[config.mk]
export PLATFORM = sky130hd
export DESIGN_NAME = gray_counter
export DESIGN_NICKNAME = d
export VERILOG_FILES = /design/src/rtl/gray_pkg.sv /design/src/rtl/bin_to_gray.sv /design/src/rtl/gray_counter.sv
export SDC_FILE = /design/constraint.sdc
export NUM_CORES = 1
export LEC_CHECK = 0
export CAP_MARGIN = 20
export CORE_AREA = 2 2 41 43
export CTS_BUF_LIST = sky130_fd_sc_hd__clkbuf_8
export CTS_CLUSTER_DIAMETER = 150
export DETAILED_ROUTE_END_ITERATION = 8
export DIE_AREA = 0 0 43 45
export PLACE_DENSITY_LB_ADDON = 0.25
export SYNTH_ARGS = -nofsm -noshare
export SYNTH_HDL_FRONTEND = slang
export SYNTH_SLANG_ARGS = --single-unit
[constraint.sdc]
create_clock -name clk -period 1.8 [get_ports clk]
set_input_delay 0.36 -clock clk [delete_from_list [all_inputs] [get_ports clk]]
set_output_delay 0.36 -clock clk [all_outputs]
set_load 0.05 [all_outputs]
[src/rtl/gray_pkg.sv]
// Shared Gray-code constants and conversions for the Gray counter and its benches.
// Conversions operate on the widest legal code; callers zero-extend and truncate.
package gray_pkg;

    localparam int GRAY_WIDTH_DEFAULT = 4;
    localparam int GRAY_WIDTH_MAX     = 16;

    function automatic logic [GRAY_WIDTH_MAX-1:0] bin2gray(input logic [GRAY_WIDTH_MAX-1:0] value);
        return value ^ (value >> 1);
    endfunction

    // Prefix XOR from the MSB down; zero-extended upper bits leave the result intact.
    function automatic logic [GRAY_WIDTH_MAX-1:0] gray2bin(input logic [GRAY_WIDTH_MAX-1:0] value);
        logic [GRAY_WIDTH_MAX-1:0] result;
        result[GRAY_WIDTH_MAX-1] = value[GRAY_WIDTH_MAX-1];
        for (int i = GRAY_WIDTH_MAX - 2; i >= 0; i--) begin
            result[i] = result[i+1] ^ value[i];
        end
        return result;
    endfunction

endpackage

[src/rtl/bin_to_gray.sv]
// Combinational binary-to-Gray encoder, WIDTH bits wide (2..16).
module bin_to_gray
    import gray_pkg::*;
#(
    parameter int WIDTH = GRAY_WIDTH_DEFAULT
) (
    input  logic [WIDTH-1:0] b,
    output logic [WIDTH-1:0] g
);

    assign g = WIDTH'(bin2gray(GRAY_WIDTH_MAX'(b)));

endmodule

[src/rtl/gray_counter.sv]
// Up/down binary counter publishing a registered Gray code and a one-cycle wrap pulse.
// Define GRAY_COUNTER_STEP_CHECK_EN to add a sticky err output flagging non-unit Gray steps.
module gray_counter
    import gray_pkg::*;
#(
    parameter int WIDTH = GRAY_WIDTH_DEFAULT
) (
    input  logic             clk,
    input  logic             rst,
    input  logic             en,
    input  logic             up,
    input  logic             load,
    input  logic [WIDTH-1:0] load_bin,
    output logic [WIDTH-1:0] bin,
    output logic [WIDTH-1:0] gray,
    output logic             wrap
`ifdef GRAY_COUNTER_STEP_CHECK_EN
    ,
    output logic             err
`endif
);

    localparam logic [WIDTH-1:0] ONE = WIDTH'(1);

    logic [WIDTH-1:0] r_bin;
    logic [WIDTH-1:0] r_gray;
    logic             r_wrap;
    logic [WIDTH-1:0] w_bin_next;
    logic [WIDTH-1:0] w_gray_next;
    logic             w_wrap_next;

    always_comb begin
        w_bin_next  = r_bin;
        w_wrap_next = 1'b0;
        if (load) begin
            w_bin_next = load_bin;
        end else if (en) begin
            if (up) begin
                w_bin_next  = r_bin + ONE;
                w_wrap_next = (r_bin == '1);
            end else begin
                w_bin_next  = r_bin - ONE;
                w_wrap_next = (r_bin == '0);
            end
        end
    end

    // Gray is encoded from the next binary value so bin and gray update on the same edge.
    bin_to_gray #(
        .WIDTH(WIDTH)
    ) u_bin_to_gray (
        .b(w_bin_next),
        .g(w_gray_next)
    );

    always_ff @(posedge clk) begin
        if (rst) begin
            r_bin  <= '0;
            r_gray <= '0;
            r_wrap <= 1'b0;
        end else begin
            r_bin  <= w_bin_next;
            r_gray <= w_gray_next;
            r_wrap <= w_wrap_next;
        end
    end

    assign bin  = r_bin;
    assign gray = r_gray;
    assign wrap = r_wrap;

`ifdef GRAY_COUNTER_STEP_CHECK_EN
    logic r_err;
    logic w_step;

    assign w_step = en & ~load;

    always_ff @(posedge clk) begin
        if (rst) begin
            r_err <= 1'b0;
        end else if (w_step && ($countones(r_gray ^ w_gray_next) != 1)) begin
            r_err <= 1'b1;
        end
    end

    assign err = r_err;
`endif

endmodule

### Floorplan with the power grid

The bar under the picture is 10 µm long. Pins as bars on the die edge.
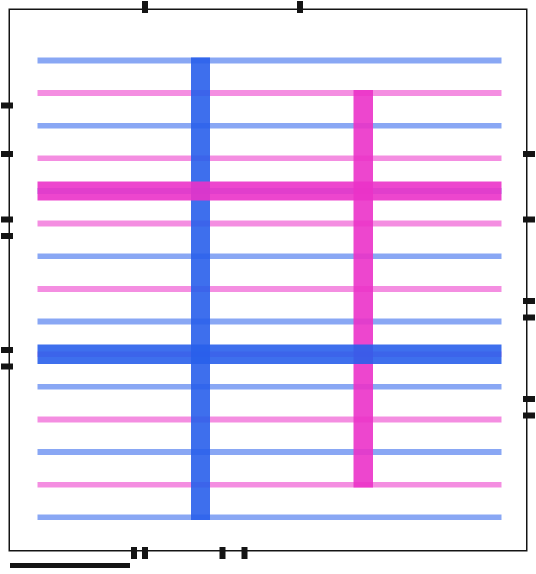
[magenta] VDD
[blue] VSS
met1 rails: 15
met4 straps: 2
rows: 14

### Placement by cell class

The bar under the picture is 10 µm long.
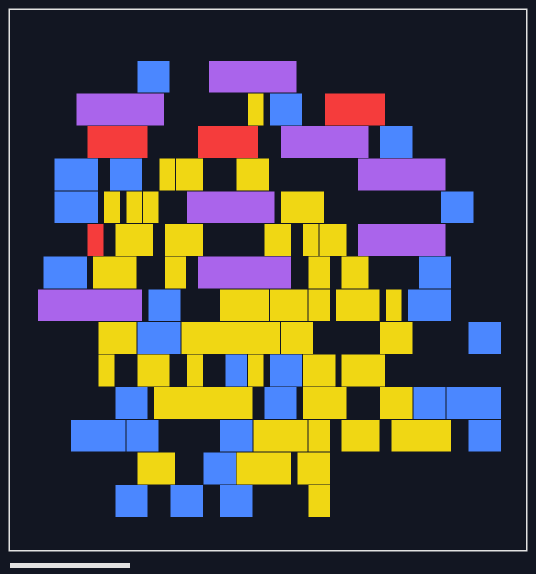
[yellow] combinational and other logic | cells: 43 | share of their area: 44%
[blue] remaining buffers and delay cells | cells: 27 | share of their area: 29%
[purple] sequential cells | cells: 8 | share of their area: 21%
[red] clock drivers and dummy loads | cells: 4 | share of their area: 5.8%

### Clock wires, drivers and flops

The bar under the picture is 10 µm long.
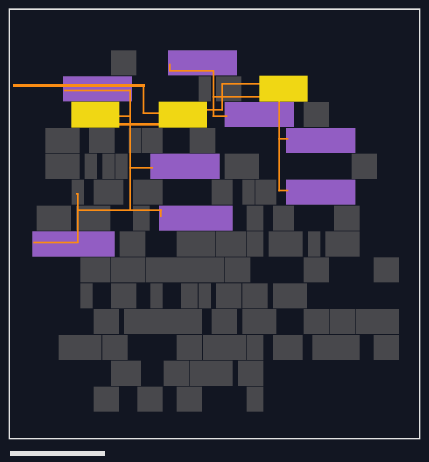
[orange] clock wires | length: 119 µm
[purple] flip-flops | count: 8
[yellow] clock drivers | count: 3
routed clock nets: 4
largest clock skew in the final design: 0.00623 ns
clk ins delay skew pair: 0.23 ns
relative contribution of the clock network to total power: 32.6%
Clock group: 0.221 mW

==> summary.rpt <==
IMPLEMENTATION SUMMARY REPORT
----------------------------------------------------
[Cells and area]
  Fill cell instance count of the final layout ........................ between 150 and 200
  Reg area ........................ roughly 170 µm²
  Combinational cell area excluding buffers and inverters ........................ between 300 and 400 µm²
  Fin nets ........................ about 95
  Layout cell share with drive strength beyond 1 ........................ about 41%
  Antenna diode instance count ........................ 0

[Timing]
  Worst slew pin tran ........................ 0.243 ns
  Max-Slew Margin vs Limit ........................ 83.4%
  Upper clock frequency limit ........................ between 500 and 600 MHz
  Setup TNS ........................ 0 ns
  Final setup violation count ........................ 0
  Post-route worst setup slack ........................ between 0.1 and 0.15 ns
  Final Hold Fails ........................ 0

[Status]
  Result of the run ........................ finished clean

[Yosys]
  Number of flops mapped to enable cells by yosys ........................ 0
  Synth Register Bits ........................ 8
  Fraction of synthesis flops using an asynchronous set or reset pin ........................ 0%
  Yosys Instances ........................ 54
  Post-Synthesis Net Count ........................ ~66

[Clocking]
  Library cell used as clock root buffer ........................ sky130_fd_sc_hd__clkbuf_8
  Maximum level of the CTS H-tree ........................ 1

[Routing]
  Via count of the routed design ........................ 506
  Wire length on met3 ........................ 69 µm
  Number of detailed-routing iterations run before antenna repair ........................ 3
  Avg WL per Cell ........................ around 12 µm
  DR vias/cell ........................ roughly 5.2
  Final antenna-violating net count ........................ 0

[Pwr]
  Power Total ........................ 0.679 mW
  Power density normalized to cell area ........................ roughly 860 nW/µm²
  Power consumed by sequential cells ........................ between 0.2 and 0.25 mW
  Share of power burned in combinational logic ........................ 37.0%
  Power share of the sequential group ........................ around 31%

[Die]
  Std cell rows ........................ 14
  Horizontal extent of the die ........................ approximately 43 µm

[Setup path]
  Path type of the worst setup path ........................ flop to flop

[Global route]
  All-layer global routing usage ........................ roughly 14%

[Place]
  HPWL Detailed ........................ about 900 µm
  Pre-CTS WS ........................ -0.509 ns

----------------------------------------------------
==> placed cells by master, fill, tap and decap left out, types with 2 or more instances in the layout <==
cell type	Yosys	final
sky130_fd_sc_hd__nand3_1	2	2
sky130_fd_sc_hd__mux2i_1	3	2
sky130_fd_sc_hd__dlymetal6s2s_1	0	2
sky130_fd_sc_hd__xnor2_1	2	2
sky130_fd_sc_hd__inv_1	3	3
sky130_fd_sc_hd__clkbuf_8	0	3
sky130_fd_sc_hd__or3_1	2	2
sky130_fd_sc_hd__buf_4	2	19
sky130_fd_sc_hd__dfxtp_1	8	6
sky130_fd_sc_hd__o21ai_0	2	2
sky130_fd_sc_hd__nor2_1	6	6
sky130_fd_sc_hd__clkdlybuf4s50_1	0	5
sky130_fd_sc_hd__ha_1	2	2
==> per-layer routing <==
metal	vias to the layer above	GRT usage (%)
met5	-	0
met4	0	3.64
met3	0	6.40
met2	14	25.2
met1	240	15.2
li1	252	-
==> cell families (layout without fill, tap and decap cells) <==
logic type,count (synthesis),after routing,synth area share (%)
buf+inv,6,34,6.31
compound gates,11,11,15.2
xor+xnor,3,3,5.30
simple gates,19,19,23.5
mux,4,4,8.33
flops,8,8,32.3
fa+ha+maj,3,3,9.09
==> Yosys cell counts (2+ instances only) <==
library cell / count / area (µm²)
sky130_fd_sc_hd__dfxtp_1: 8 / 160
sky130_fd_sc_hd__mux2i_1: 3 / 30.0
sky130_fd_sc_hd__buf_4: 2 / 15.0
sky130_fd_sc_hd__nor2_1: 6 / 22.5
sky130_fd_sc_hd__ha_1: 2 / 25.0
sky130_fd_sc_hd__nand3_1: 2 / 10.0
sky130_fd_sc_hd__a21oi_1: 2 / 10.0
sky130_fd_sc_hd__or3_1: 2 / 12.5
sky130_fd_sc_hd__o21ai_0: 2 / 10.0
sky130_fd_sc_hd__xnor2_1: 2 / 17.5
sky130_fd_sc_hd__inv_1: 3 / 11.3
==> critical path, cell delays in order, from the launching register on <==
cell and delay [ns]:
sky130_fd_sc_hd__dfxtp_4 0.34, sky130_fd_sc_hd__fa_2 0.52, sky130_fd_sc_hd__mux2_2 0.17, sky130_fd_sc_hd__mux2i_4 0.07, sky130_fd_sc_hd__or3_1 0.39, sky130_fd_sc_hd__a21oi_2 0.11
==> repair_timing <==
item / in CTS / in global routing
pin swaps: 1 / 1
resized: 4 / 7
hold buffers: 0 / 0
endpoints found under the setup margin: 6 / 3
==> sequential cells by signal, summed over array words and instances (netlist names) <==
register and flops:
bin 4, gray 3, wrap 1
==> layout make-up <==
type,count,share of cell area (%)
clock inverter,1,0.475
clock buffer,3,5.22
sequential,8,20.9
tap,16,2.53
multi-input combinational,40,41.3
timing repair buffer,27,28.2
inverter,3,1.42
==> worst paths after layout <==
kind	startpoint	slack [ns]	to	depth (start not counted)
min	en	0.61	wrap	3
min reg2reg	bin[3]	0.76	bin[3]	3
max reg2reg	bin[0]	0.13	gray[1]	5
max	bin[0]	0.13	gray[1]	5
Power is estimated from default activity; no workload was simulated.
